### src/rtl/mux_arb_pkg.sv
// Shared encodings for the mux select arbiter: FSM states and select values.
package mux_arb_pkg;
  typedef enum logic [1:0] {
    ST_IDLE  = 2'd0,
    ST_OWN_A = 2'd1,
    ST_OWN_B = 2'd2
  } state_t;

  localparam logic SEL_A = 1'b0;
  localparam logic SEL_B = 1'b1;
endpackage

### src/rtl/mux_select_arbiter_mux2to1_bus.sv
// W-bit 2:1 datapath mux built from per-bit 2:1 cells; sel=0 picks a, sel=1 picks b.
module mux2to1 (
  input  logic a,
  input  logic b,
  input  logic sel,
  output logic y
);
  assign y = sel ? b : a;
endmodule

module mux2to1_bus #(
  parameter int W = 8
) (
  input  logic [W-1:0] a,
  input  logic [W-1:0] b,
  input  logic         sel,
  output logic [W-1:0] y
);
  for (genvar i = 0; i < W; i++) begin : g_bit
    mux2to1 u_bit (
      .a  (a[i]),
      .b  (b[i]),
      .sel(sel),
      .y  (y[i])
    );
  end
endmodule

### src/rtl/mux_select_arbiter.sv
// Round-robin, burst-limited arbiter for two requesters feeding a registered valid/ready slot.
// Optional MUX_ARB_STATS_EN adds saturating accepted-beat counters cnt_a/cnt_b.
module mux_select_arbiter
  import mux_arb_pkg::*;
#(
  parameter int W         = 8,
  parameter int MAX_BURST = 4
) (
  input  logic         clk,
  input  logic         rst,
  input  logic         req_a,
  input  logic [W-1:0] in_a,
  output logic         gnt_a,
  input  logic         req_b,
  input  logic [W-1:0] in_b,
  output logic         gnt_b,
  output logic         sel,
  output logic         out_valid,
  output logic [W-1:0] out_data,
  input  logic         out_ready
`ifdef MUX_ARB_STATS_EN
  ,
  output logic [15:0]  cnt_a,
  output logic [15:0]  cnt_b
`endif
);
  localparam int CW = (MAX_BURST > 1) ? $clog2(MAX_BURST) : 1;
  localparam logic [CW-1:0] CNT_LAST = CW'(MAX_BURST - 1);

  state_t        state, state_nxt;
  logic [CW-1:0] burst_cnt, cnt_nxt;
  logic          last_sel;
  logic          sel_hold;
  logic          stall;
  logic [W-1:0]  mux_y;

  assign stall = out_valid & ~out_ready;

  always_comb begin
    sel = sel_hold;
    case (state)
      ST_OWN_A: sel = SEL_A;
      ST_OWN_B: sel = SEL_B;
      default:  sel = sel_hold;
    endcase
  end

  assign gnt_a = (state == ST_OWN_A) & req_a & ~stall;
  assign gnt_b = (state == ST_OWN_B) & req_b & ~stall;

  mux2to1_bus #(.W(W)) u_mux (
    .a  (in_a),
    .b  (in_b),
    .sel(sel),
    .y  (mux_y)
  );

  always_comb begin
    state_nxt = state;
    cnt_nxt   = burst_cnt;
    if (!stall) begin
      case (state)
        ST_IDLE: begin
          if (req_a && req_b) state_nxt = (last_sel == SEL_B) ? ST_OWN_A : ST_OWN_B;
          else if (req_a)     state_nxt = ST_OWN_A;
          else if (req_b)     state_nxt = ST_OWN_B;
        end
        ST_OWN_A: begin
          if (!req_a) begin
            state_nxt = req_b ? ST_OWN_B : ST_IDLE;
            cnt_nxt   = '0;
          end else if (burst_cnt == CNT_LAST) begin
            cnt_nxt = '0;
            if (req_b) state_nxt = ST_OWN_B;
          end else begin
            cnt_nxt = burst_cnt + CW'(1);
          end
        end
        ST_OWN_B: begin
          if (!req_b) begin
            state_nxt = req_a ? ST_OWN_A : ST_IDLE;
            cnt_nxt   = '0;
          end else if (burst_cnt == CNT_LAST) begin
            cnt_nxt = '0;
            if (req_a) state_nxt = ST_OWN_A;
          end else begin
            cnt_nxt = burst_cnt + CW'(1);
          end
        end
        default: begin
          state_nxt = ST_IDLE;
          cnt_nxt   = '0;
        end
      endcase
    end
  end

  // last_sel starts at B so that A wins the first tie
  always_ff @(posedge clk or posedge rst) begin
    if (rst) begin
      state     <= ST_IDLE;
      burst_cnt <= '0;
      last_sel  <= SEL_B;
      sel_hold  <= SEL_A;
    end else begin
      state     <= state_nxt;
      burst_cnt <= cnt_nxt;
      sel_hold  <= sel;
      if (state_nxt == ST_OWN_A && state != ST_OWN_A) last_sel <= SEL_A;
      if (state_nxt == ST_OWN_B && state != ST_OWN_B) last_sel <= SEL_B;
    end
  end

  always_ff @(posedge clk or posedge rst) begin
    if (rst) begin
      out_valid <= 1'b0;
      out_data  <= '0;
    end else if (gnt_a || gnt_b) begin
      out_valid <= 1'b1;
      out_data  <= mux_y;
    end else if (out_ready) begin
      out_valid <= 1'b0;
    end
  end

`ifdef MUX_ARB_STATS_EN
  always_ff @(posedge clk or posedge rst) begin
    if (rst) begin
      cnt_a <= '0;
      cnt_b <= '0;
    end else begin
      if (gnt_a && cnt_a != 16'hFFFF) cnt_a <= cnt_a + 16'd1;
      if (gnt_b && cnt_b != 16'hFFFF) cnt_b <= cnt_b + 16'd1;
    end
  end
`endif
endmodule

### config.mk
export PLATFORM = sky130hd
export DESIGN_NAME = mux_select_arbiter
export DESIGN_NICKNAME = d
export VERILOG_FILES = /design/src/rtl/mux_arb_pkg.sv /design/src/rtl/mux_select_arbiter_mux2to1_bus.sv /design/src/rtl/mux_select_arbiter.sv
export SDC_FILE = /design/constraint.sdc
export NUM_CORES = 1
export LEC_CHECK = 0
export ABC_AREA = 0
export CORE_MARGIN = 4
export CORE_UTILIZATION = 25
export DETAILED_ROUTE_END_ITERATION = 16
export PLACE_DENSITY = 0.47
export RECOVER_POWER = 100
export SLEW_MARGIN = 20
export SYNTH_ARGS = -nofsm -noshare
export SYNTH_HDL_FRONTEND = slang
export SYNTH_SLANG_ARGS = --single-unit
### constraint.sdc
create_clock -name clk -period 3.2 [get_ports clk]
set_input_delay 0.96 -clock clk [delete_from_list [all_inputs] [get_ports clk]]
set_output_delay 0.96 -clock clk [all_outputs]
set_load 0.02 [all_outputs]
==> Slide: Implementation Results, run 1 <==
Physical Implementation Snapshot

Run status
  • Status: finished clean

Layout
  • Comb/total area: 0.3695
  • FFs & Latches: 15
  • Clock-cell share of area: 0.03343
  • Synthesis-to-layout area growth: 46.73%
  • Signal buffers share of area: 0.2581
  • Most frequent cells in the layout: 19 x clkdlybuf4s50_1, 14 x nor2_1, 14 x dfrtp_1, 11 x dlygate4sd3_1, 10 x a21oi_1
  • Final core occ: 0.3915
  • Diode count: 0
  • Nets: 163
  • Flop area: 376.6 µm²
  • Non-filler instance count after layout: 182
  • Commonest Layout Cell: clkdlybuf4s50_1

Pwr
  • LEAKAGE: 0.6135 nW
  • Largest power group: combinational logic
  • Reg power frac: 0.295
  • Clk. pwr: 0.000149 W
  • Total power: 0.001161 W
  • Sw Share: 0.4150
  • Worst IR drop on VDD: 0.3912 mV
  • Sw Pwr: 0.0004819 W
  • Combinational logic power: 0.000670 W
  • Comb power frac: 0.578
  • P_seq: 0.000342 W
  • Pwr/cell area: 861.6 nW/µm²
  • P_int: 0.0006792 W

Final timing
  • Fin Setup TNS: 0 ns
  • Fin Clk Skew: 0.001237 ns
  • Tmin final: 3.046 ns
  • Slew headroom: 0.3506
  • Max-slew violations: 0
  • Max Fclk: 328.3 MHz
  • Final worst-path cycle share: 0.9518
  • Slew @ Worst Pin: 0.9706 ns
  • RSZ-0062 raised after global routing: no

Logic synthesis
  • Flops & latches, synth: 15
  • Top FF cell, synth: dfrtp_1
  • YS chip area: 918.4 µm²
  • Area leader share: 0.3815
  • Most frequent cell after synthesis: dfrtp_1
  • Syn nets: 122
  • Syn avg cell area: 9.566 µm²
  • Commonest cells post-synth: 14 x dfrtp_1, 13 x nor2_1, 9 x a21oi_1
  • Seq share, synth: 0.4101
  • Yosys cell count: 96
  • Area leader, netlist: dfrtp_1
  • Number of enable flip-flop cells: 0

Critical path
  • CP Class: in -> out
  • Setup crit start kind: input port
  • Arr. time, crit path: 2.09 ns
  • Crit-path cells: clkdlybuf4s50_1 > and2b_2 > nor2_1 > dlygate4sd2_1
  • Slowest-stage cell, CP: clkdlybuf4s50_1

Route
  • DR WL met3: 182 µm
  • DRC Markers: 0
  • Top routing layer in use: met4
  • DRT Pass-1 Iters: 4
  • Antenna Violating Nets Remaining: 0

Clock tree
  • Postcts setup bufs: 0
  • Sink Count: 15
  • Post-cts sizing count: 2
  • Htree depth: 1
  • Clk slew on worst S/H paths: 0.06 ns
  • Clock Path Buffers: 2
  • Num CTS Buffers: 3
  • Hold buffers post-CTS: 0

Run
  • Tool warnings: 29

Place
  • Pre-CTS WS: -0.1546 ns
  • Placer's final routability congestion estimate: 0.9040

Global route
  • Pin count of the biggest net entering global routing: 17
  • Vias in the first global route: 856

Floorplanning
  • Die x size: 68.61 µm
  • CORE AREA: 3442 µm²
  • Rows: 21
  • # IOs: 33
[run 1: state kept, by name (all words and copies together), names as in the netlist]
| name | count |
|---|---|
| burst_cnt | 2 |
| state | 2 |
| last_sel | 1 |
| out_valid | 1 |
| sel_hold | 1 |
| out_data | 8 |
[run 1: through the flow]
| step | hold slack, ns | area [µm²] |
|---|---|---|
| 6_report | 0.5059 | 1348 |
| 5_1_grt | 0.5287 | 1348 |
| 4_1_cts | 0.5060 | 1371 |
| 3_5_place_dp | 0.4964 | 1329 |
| 3_3_place_gp | 0.4900 | 1329 |
| 2_1_floorplan | 0.4692 | 918.4 |
[run 1: metal layers]
metal / up-vias / track usage
met2: 24 / 0.1871
li1: 415 / -
met4: 0 / 0.04467
met3: 2 / 0.03728
met1: 392 / 0.1254
met5: - / 0
[run 1: logic make-up after synthesis]
group / synth area share
DFF: 0.4101
and+or+nand+nor: 0.1812
adders and majority gates: 0.06812
buffers and inverters: 0.02997
muxes: 0.1240
AOI/OAI and AO/OA: 0.1867
[run 1: critical path, delay by kind of cell]
family                 cells  cell delay (ns)
and+or+nand+nor            2             0.33
buffers and inverters      2             0.80
[run 1: final timing paths]
path                                 startpoint  cells after the start                       to  slack, ns
max                                   out_ready                      4                    gnt_b       0.15
min                        last_sel$_DFFE_PP1P_                      2     last_sel$_DFFE_PP1P_       0.51
max reg2reg                  state[0]$_DFF_PP0_                      6  out_data[0]$_DFFE_PP0P_       1.07
min reg2reg                last_sel$_DFFE_PP1P_                      2     last_sel$_DFFE_PP1P_       0.51
max in group asynchronous                   rst                      2       state[0]$_DFF_PP0_       1.60
min in group asynchronous                   rst                      2  out_data[1]$_DFFE_PP0P_       1.22
**Run 1: M2 wires**

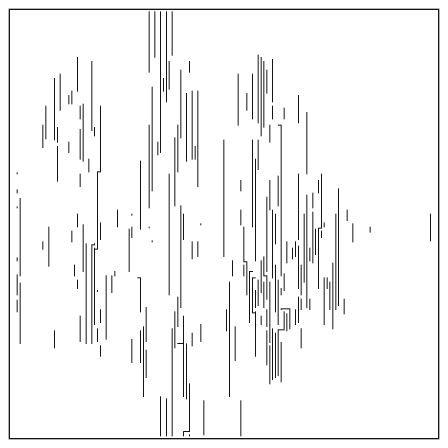
The layer carries 1140 µm of wire. The wires run mostly vertical. The layer holds 50% of the routed length.

**Run 1: track usage over the die**

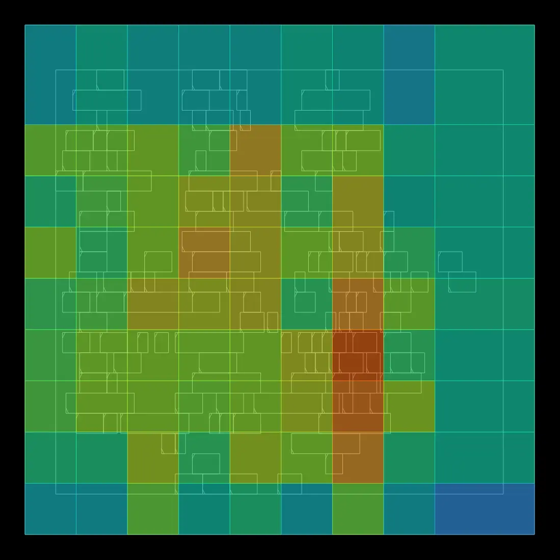
wire length per cell: 12.43 µm
GR Util All Layers: 0.1101

**Run 1: local utilization**

Scale bar: 20 µm. The die is cut into 7 by 7 equal tiles; dark blue is low, red is high, 0 to 100% covered.
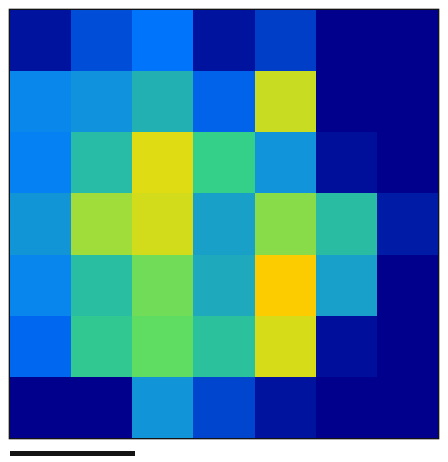
2.0% of the tiles are over 75% full. The densest ninth of the die: center. The fullest tile reaches 77%. The emptiest ninth of the die: north-east. The mean over all tiles is 27%.

**Run 1: drive-strength map**

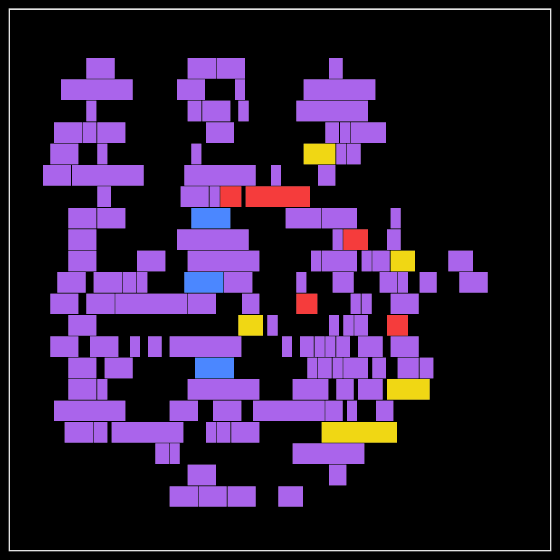

==> run 2: changes to the inputs <==
--- a/config.mk
+++ b/config.mk
@@ -5,7 +5,7 @@
 export SDC_FILE = /design/constraint.sdc
 export NUM_CORES = 1
 export LEC_CHECK = 0
-export ABC_AREA = 0
+export ABC_AREA = 1
 export CORE_MARGIN = 4
 export CORE_UTILIZATION = 25
 export DETAILED_ROUTE_END_ITERATION = 16
**Run 2: drive-strength map**

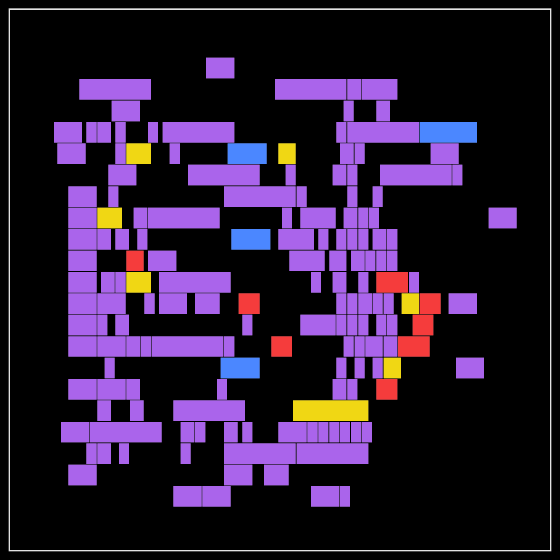
Blue shows _6 and larger, cells 4. Red shows _3 and _4 cells, cells 8. Yellow shows _2 cells, cells 7. Purple shows _0 and _1 cells, cells 142.

==> run 2 against run 1 <==
  * Count of clock-buffer cells in the layout unchanged
  * Sequential share of layout area decreased by 0.33 points
  * First-iteration DRC count is 43% lower
  * Clock power increased by 3%
  * Via count rose by 8.0%
  * Total power shrank 2.0%
  * Routed wire length up 2.1%
  * Register-to-register slack improved by 0.02 ns
  * Area after synthesis down 0.14%
  * Non-clock buffer count rose by 2
  * Core utilization up 0.47 points
  * Die area fell by 0.12%
  * Critical path type unchanged
  * Critical endpoint unchanged
  * Largest cell class unchanged
  * Largest power group unchanged
==> Slide: Implementation Results, run 2 <==
Physical Implementation Snapshot

Layout
  • Biggest regs: out_data: 8 flops, burst_cnt: 2 flops, state: 2 flops
  • Diode count: 0
  • Most frequent cells in the layout: 31 x nand2_1, 18 x nor2_1, 18 x clkdlybuf4s50_1, 14 x dfrtp_1, 13 x inv_1
  • Final core occ: 0.3962
  • Commonest Layout Cell: nand2_1
  • Top reg by flops: out_data
  • Final instance area: 1364 µm²
  • Synthesis-to-layout area growth: 48.70%
  • Nets: 188
  • Number of flip-flops in the largest register: 8

Final timing
  • Max-slew violations: 0
  • Fin Clk Skew: 0.002459 ns
  • Worst hold slack: 0.4790 ns
  • Final worst-path cycle share: 0.9607
  • Slew @ Worst Pin: 0.7011 ns
  • Max Fclk: 325.3 MHz
  • Slew headroom: 0.5309
  • RSZ-0062 raised after global routing: no
  • Post-route setup slack: 0.1258 ns
  • Tmin final: 3.074 ns

Place
  • Placed cell area: 1336 µm²
  • Placer's final routability congestion estimate: 0.9257
  • Pre-CTS WS: -0.08187 ns

Critical path
  • Arr. time, crit path: 2.11 ns
  • Worst R2R Path Depth: 9
  • Setup crit start kind: input port
  • Crit-path cells: dlygate4sd3_1 > nor2_8 > nor2_4 > dlygate4sd2_1
  • Setup crit end: gnt_b
  • Reg2reg setup slack: 1.09 ns
  • CP Class: in -> out
  • Crit path from: out_ready
  • RR Startpoint: state[0]$_DFF_PP0_
  • CP max stage delay: 0.63 ns
  • Slowest-stage cell, CP: dlygate4sd3_1
  • CP max FO: 3
  • R2R Path End: out_data[0]$_DFFE_PP0P_

Logic synthesis
  • Commonest cells post-synth: 31 x nand2_1, 17 x nor2_1, 15 x o21ai_1
  • Area leader, netlist: dfrtp_1
  • Syn nets: 145
  • Area leader share: 0.3820
  • Yosys cell count: 119
  • Most frequent cell after synthesis: nand2_1
  • Syn avg cell area: 7.707 µm²
  • YS chip area: 917.1 µm²
  • Flops & latches, synth: 15
  • Top FF cell, synth: dfrtp_1
  • Number of enable flip-flop cells: 0
  • Seq share, synth: 0.4106

Global route
  • Vias in the first global route: 900
  • Initial antenna violation count: 0
  • Gr ovfl total: 0
  • Pin count of the biggest net entering global routing: 16
  • GR Util All Layers: 0.1161

Worst hold path
  • WHS Path Cells: 2
  • Worst min-delay path class: reg -> reg
  • Hold Path Origin: last_sel$_DFFE_PP1P_
  • Worst Hold Endpoint: last_sel$_DFFE_PP1P_

Route
  • Antenna Violating Nets Remaining: 0
  • Via/cell ratio: 4.348
  • DRT Pass-1 Iters: 6
  • Total wire length: 2.309 mm
  • Wire length per cell: 11.15 µm
  • DRC Markers: 0
  • 1st-iter DRT viols: 23

Pwr
  • LEAKAGE: 0.6670 nW
  • Worst IR drop on VDD: 0.3137 mV
  • Total power: 0.001137 W
  • Pwr/cell area: 834.0 nW/µm²

Clock tree
  • Num CTS Buffers: 3
  • Sink Count: 15
  • Clock Path Buffers: 2
  • Htree depth: 1
  • Clk slew on worst S/H paths: 0.06 ns
  • Hold buffers post-CTS: 0

Floorplanning
  • CORE AREA: 3442 µm²
  • # IOs: 33
  • Die x size: 68.57 µm
  • Rows: 21

Run
  • Tool warnings: 29

Run status
  • Status: finished clean
==> run 2: cell count changes in the layout (fill, tap and decap cells not counted), moves of 6 or more <==
cell     change
mux2i_1      -8
a21oi_1      -9
o21ai_0      +6
inv_1        +7
o21ai_1      +6
nand2_1     +23
==> run 2: cells by family (layout without fill, tap and decap cells) <==
logic type / after synthesis / after routing / synth area share
compound gates: 21 / 21 / 0.1269
flops: 15 / 15 / 0.4107
fa+ha+maj: 5 / 5 / 0.06821
buf+inv: 15 / 57 / 0.07231
simple gates: 63 / 63 / 0.3220
==> run 2: metal layers <==
layer,routed length [µm],global-route usage,vias to the layer above
li1,-,-,468
met3,202,0.05186,4
met2,1028,0.1836,33
met5,0,0,-
met4,25,0.05211,0
met1,1053,0.1341,395
==> run 2: per-stage QoR <==
step	std cells	setup TNS (ns)
final	207	0
after floorplan	119	0
after global placement	203	-0.1838
after detailed placement	203	-0.1569
after global routing	207	0
after CTS	207	0
==> run 2: layout make-up <==
cell class	count	area (µm²)
fillers	380	2078
multi-input cells	89	466.7
flip-flops and latches	15	376.6
repair buffers	39	362.8
well taps	46	57.56
inverters	14	55.05
clock buffers	4	45.04
==> run 2: critical path, delay by kind of cell <==
kind / cells / cell delay, ns
buffers and inverters: 2 / 0.98
AND/OR/NAND/NOR: 2 / 0.16
==> run 2: report_power, final <==
| part | total, W | switching [W] | internal [W] | leakage (nW) |
|---|---|---|---|---|
| Clock | 0.000154 | 0.0000662 | 0.0000881 | 0.0228 |
| Combinational | 0.000650 | 0.000394 | 0.000256 | 0.456 |
| Sequential | 0.000333 | 0.0000532 | 0.000280 | 0.189 |
| Total | 0.00114 | 0.000514 | 0.000624 | 0.667 |
==> run 2: repair_timing <==
item,in CTS,in global routing
setup endpoints to repair,2,0
resized,2,0
buffers inserted,0,0
Power is estimated from default activity; no workload was simulated.
